==> images/clock_nets.png <==
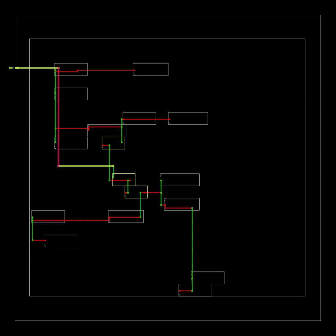
==> images/layers.png <==
Two of the layers only.
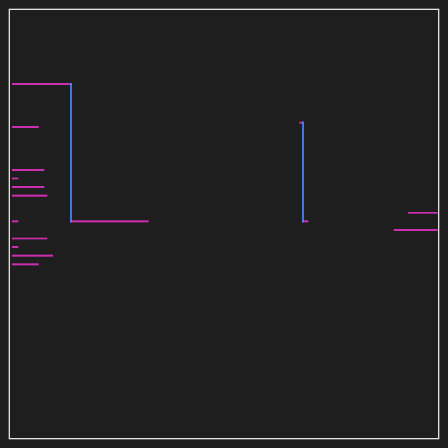
==> images/m1.png <==
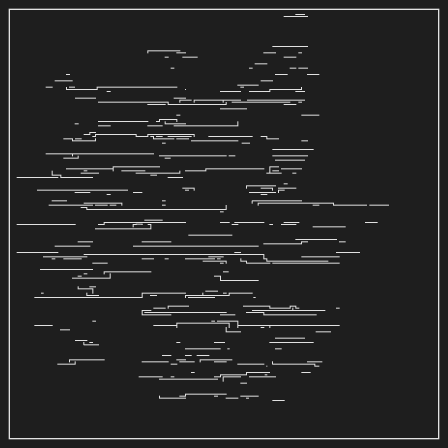
==> images/m2.png <==
Cells faint in the background.
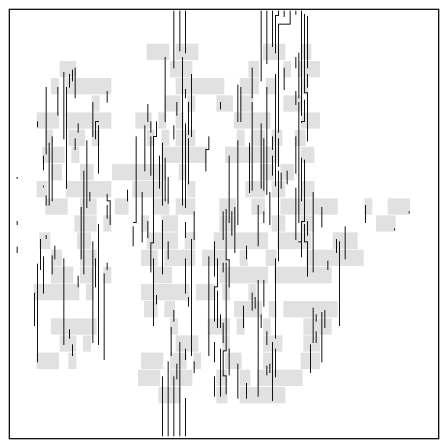
==> images/sizing.png <==
Bar = 20 um.
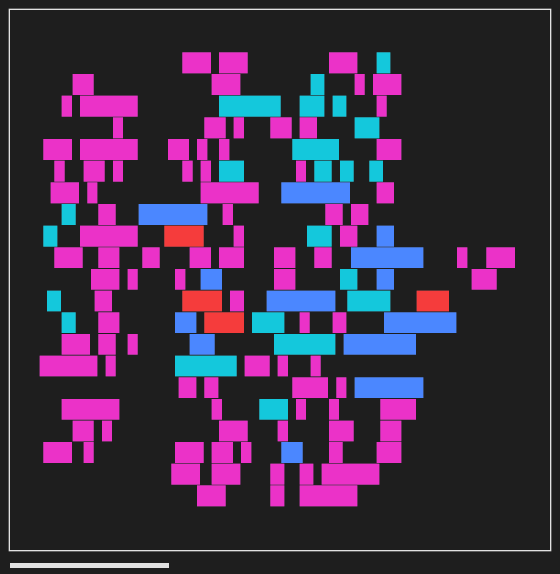
==> src/rtl/usr_seq_pkg.sv <==
// Shared opcodes, shift-register mode encodings and FSM state type for the
// universal shift register command sequencer.
package usr_seq_pkg;

    localparam logic [2:0] OP_NOP  = 3'b000;
    localparam logic [2:0] OP_LOAD = 3'b001;
    localparam logic [2:0] OP_SHR  = 3'b010;
    localparam logic [2:0] OP_SHL  = 3'b011;
    localparam logic [2:0] OP_ROR  = 3'b100;
    localparam logic [2:0] OP_ROL  = 3'b101;

    localparam logic [1:0] MODE_HOLD = 2'b00;
    localparam logic [1:0] MODE_SHR  = 2'b01;
    localparam logic [1:0] MODE_SHL  = 2'b10;
    localparam logic [1:0] MODE_LOAD = 2'b11;

    typedef enum logic [1:0] {
        ST_IDLE  = 2'b00,
        ST_LOAD  = 2'b01,
        ST_SHIFT = 2'b10,
        ST_DONE  = 2'b11
    } state_e;

    function automatic logic op_is_shift(input logic [2:0] op);
        return (op == OP_SHR) || (op == OP_SHL) || (op == OP_ROR) || (op == OP_ROL);
    endfunction

    function automatic logic op_is_reserved(input logic [2:0] op);
        return op[2] & op[1];
    endfunction

endpackage

==> src/rtl/usr_shift_cnt.sv <==
// Loadable down-counter tracking remaining shift cycles; last flags count==1.
module usr_shift_cnt #(
    parameter int CNT_W = 4
) (
    input  logic             clk,
    input  logic             rst,
    input  logic             load,
    input  logic [CNT_W-1:0] load_val,
    input  logic             dec,
    output logic             last
);

    localparam logic [CNT_W-1:0] ONE = CNT_W'(1);

    logic [CNT_W-1:0] cnt_d;
    logic [CNT_W-1:0] cnt_q;

    // Next count: load has priority over decrement.
    always_comb begin
        cnt_d = cnt_q;
        if (load) begin
            cnt_d = load_val;
        end else if (dec) begin
            cnt_d = cnt_q - ONE;
        end else begin
            cnt_d = cnt_q;
        end
    end

    // Count register with synchronous active-low reset.
    always_ff @(posedge clk) begin
        if (!rst) begin
            cnt_q <= '0;
        end else begin
            cnt_q <= cnt_d;
        end
    end

    assign last = (cnt_q == ONE);

endmodule

==> src/rtl/usr_seq_ctrl.sv <==
// Command sequencer driving a 4-bit universal shift register (S1/S0, serial, parallel).
// Optional abort support is compiled in with USR_SEQ_CTRL_ABORT_EN.
module usr_seq_ctrl
    import usr_seq_pkg::*;
#(
    parameter int WIDTH = 4,
    parameter int CNT_W = 4
) (
    input  logic             clk,
    input  logic             rst,
    input  logic             cmd_valid,
    output logic             cmd_ready,
    input  logic [2:0]       cmd_op,
    input  logic [CNT_W-1:0] cmd_cnt,
    input  logic             cmd_fill,
    input  logic [WIDTH-1:0] cmd_data,
    input  logic [WIDTH-1:0] q,
    output logic [1:0]       sel,
    output logic             msb_in,
    output logic             lsb_in,
    output logic [WIDTH-1:0] par_out,
    output logic             busy,
    output logic             done,
`ifdef USR_SEQ_CTRL_ABORT_EN
    input  logic             abort,
    output logic             aborted,
`endif
    output logic             err
);

    state_e           state_d, state_q;
    logic [2:0]       op_d, op_q;
    logic             fill_d, fill_q;
    logic [WIDTH-1:0] data_d, data_q;
    logic             cnt_load_s;
    logic             cnt_dec_s;
    logic             cnt_last_s;
    logic             abort_s;
    logic             abort_hit_s;

`ifdef USR_SEQ_CTRL_ABORT_EN
    logic aborted_d, aborted_q;
    assign abort_s = abort;
`else
    assign abort_s = 1'b0;
`endif

    usr_shift_cnt #(
        .CNT_W (CNT_W)
    ) u_shift_cnt (
        .clk      (clk),
        .rst      (rst),
        .load     (cnt_load_s),
        .load_val (cmd_cnt),
        .dec      (cnt_dec_s),
        .last     (cnt_last_s)
    );

    // Next-state, command latch and datapath drive.
    always_comb begin
        state_d     = state_q;
        op_d        = op_q;
        fill_d      = fill_q;
        data_d      = data_q;
        cnt_load_s  = 1'b0;
        cnt_dec_s   = 1'b0;
        abort_hit_s = 1'b0;
        sel         = MODE_HOLD;
        msb_in      = 1'b0;
        lsb_in      = 1'b0;
        par_out     = '0;
        case (state_q)
            ST_IDLE: begin
                if (cmd_valid) begin
                    op_d       = cmd_op;
                    fill_d     = cmd_fill;
                    data_d     = cmd_data;
                    cnt_load_s = 1'b1;
                    if (cmd_op == OP_LOAD) begin
                        state_d = ST_LOAD;
                    end else if (op_is_shift(cmd_op) && (cmd_cnt != '0)) begin
                        state_d = ST_SHIFT;
                    end else begin
                        state_d = ST_DONE;
                    end
                end else begin
                    state_d = ST_IDLE;
                end
            end
            ST_LOAD: begin
                state_d = ST_DONE;
                if (abort_s) begin
                    abort_hit_s = 1'b1;
                end else begin
                    sel     = MODE_LOAD;
                    par_out = data_q;
                end
            end
            ST_SHIFT: begin
                if (abort_s) begin
                    abort_hit_s = 1'b1;
                    state_d     = ST_DONE;
                end else begin
                    cnt_dec_s = 1'b1;
                    case (op_q)
                        OP_SHR: begin
                            sel    = MODE_SHR;
                            msb_in = fill_q;
                        end
                        OP_SHL: begin
                            sel    = MODE_SHL;
                            lsb_in = fill_q;
                        end
                        // Rotates feed the wrapped bit straight from the live register.
                        OP_ROR: begin
                            sel    = MODE_SHR;
                            msb_in = q[0];
                        end
                        OP_ROL: begin
                            sel    = MODE_SHL;
                            lsb_in = q[WIDTH-1];
                        end
                        default: begin
                            sel = MODE_HOLD;
                        end
                    endcase
                    if (cnt_last_s) begin
                        state_d = ST_DONE;
                    end else begin
                        state_d = ST_SHIFT;
                    end
                end
            end
            ST_DONE: begin
                state_d = ST_IDLE;
            end
            default: begin
                state_d = ST_IDLE;
            end
        endcase
    end

`ifdef USR_SEQ_CTRL_ABORT_EN
    // Remember an abort until the completion cycle has been reported.
    always_comb begin
        if (abort_hit_s) begin
            aborted_d = 1'b1;
        end else if (state_q == ST_DONE) begin
            aborted_d = 1'b0;
        end else begin
            aborted_d = aborted_q;
        end
    end

    // Abort flag register.
    always_ff @(posedge clk) begin
        if (!rst) begin
            aborted_q <= 1'b0;
        end else begin
            aborted_q <= aborted_d;
        end
    end

    assign aborted = (state_q == ST_DONE) && aborted_q;
`endif

    // State and latched command registers; reset abandons any command in flight.
    always_ff @(posedge clk) begin
        if (!rst) begin
            state_q <= ST_IDLE;
            op_q    <= OP_NOP;
            fill_q  <= 1'b0;
            data_q  <= '0;
        end else begin
            state_q <= state_d;
            op_q    <= op_d;
            fill_q  <= fill_d;
            data_q  <= data_d;
        end
    end

    assign cmd_ready = (state_q == ST_IDLE);
    assign busy      = (state_q != ST_IDLE);
    assign done      = (state_q == ST_DONE);
    assign err       = (state_q == ST_DONE) && op_is_reserved(op_q);

endmodule

==> config.mk <==
export PLATFORM = sky130hd
export DESIGN_NAME = usr_seq_ctrl
export DESIGN_NICKNAME = d
export VERILOG_FILES = /design/src/rtl/usr_seq_pkg.sv /design/src/rtl/usr_shift_cnt.sv /design/src/rtl/usr_seq_ctrl.sv
export SDC_FILE = /design/constraint.sdc
export NUM_CORES = 1
export LEC_CHECK = 0
export ABC_AREA = 0
export CAP_MARGIN = 40
export CELL_PAD_IN_SITES_DETAIL_PLACEMENT = 1
export CELL_PAD_IN_SITES_GLOBAL_PLACEMENT = 2
export CORE_MARGIN = 3
export CORE_UTILIZATION = 21
export CTS_CLUSTER_SIZE = 20
export DETAILED_ROUTE_END_ITERATION = 7
export GPL_TIMING_DRIVEN = 0
export PLACE_DENSITY = 0.73
export RECOVER_POWER = 100
export SLEW_MARGIN = 10
export SYNTH_ARGS = -nofsm -noshare
export SYNTH_HDL_FRONTEND = slang
export SYNTH_HIERARCHICAL = 1
export SYNTH_SLANG_ARGS = --single-unit
==> constraint.sdc <==
create_clock -name clk -period 1.3 [get_ports clk]
set_input_delay 0.13 -clock clk [delete_from_list [all_inputs] [get_ports clk]]
set_output_delay 0.13 -clock clk [all_outputs]
set_load 0.01 [all_outputs]
==> Slide: Implementation Results <==
Run Summary

Synthesis
  – Total number of yosys warnings: 6
  – Top post-synthesis cells by count: 24 x nand2_1, 14 x dfxtp_1, 9 x a21boi_0, 7 x a21oi_1, 7 x inv_1
  – EDFF count, synth: 0
  – Yosys chip area: 803 sq um
  – Ys flop type: dfxtp_1
  – Syn_area_per_cell: 8.03 sq um
  – Gate Count Post-Synth: 100

CTS
  – H-Tree Depth: 1
  – CTS tree: built
  – CTS Sinks: 14
  – CTS max path bufs: 2
  – Root Driver: clkbuf_8

Layout
  – Nonclk inv count: 8
  – Biggest registers after layout: data_q (4), u_shift_cnt/cnt_q (4), op_q (3)

Drt
  – DRC violations left: 0
  – DR vias/cell: 4.37
  – Top layer reached by signal wires: met4

Final timing
  – Final setup vio count: 2
  – Final worst slack: -0.0264 ns
  – Final Max Slew Viols: 0

Outcome
  – Status: complete, but fails checks
  – Failing checks: negative setup slack

Power and ir drop
  – Sw Ratio: 28.4%
  – Net Switching: 341 uW

Die
  – Die extent in y: 67.8 um
  – Core area: 3490 sq um

Placement
  – Buffers on Ports: 28

Global route
  – GRT met1 Usage: 12.3%
  – Vias in the first global route: 837

Critical path
  – Slowest CP cell: dfxtp_4
  – Crit path cell chain: inv_4 > ha_4 > a31oi_1 > nor2b_1 > buf_2
  – Flop-to-flop setup slack: 0.03 ns
-- clock_nets.png (at the start) --
flop count: 14
clock distribution power: 344 uW
Num CTS Buffers: 3

-- layers.png (at the start) --
layer	color	wire length
M4	blue	37.4 um
M3	magenta	69.7 um

-- m1.png (at the start) --
nets with wire on the layer	135
share of all routed wire	44%
main direction	horizontal

-- m2.png (at the start) --
wire length on this layer	1,160 um
main direction	vertical
global-route met2 utilization: 18.7%
Post-Route WL: 2.24 mm
via count: 786

-- sizing.png (at the start) --
size	color	cells	share
x6 and larger	red	4	3.0%
x3 and x4	blue	13	9.7%
x2	cyan	22	16%
x1 and smaller	magenta	95	71%

Power and IR drop assume default switching activity.
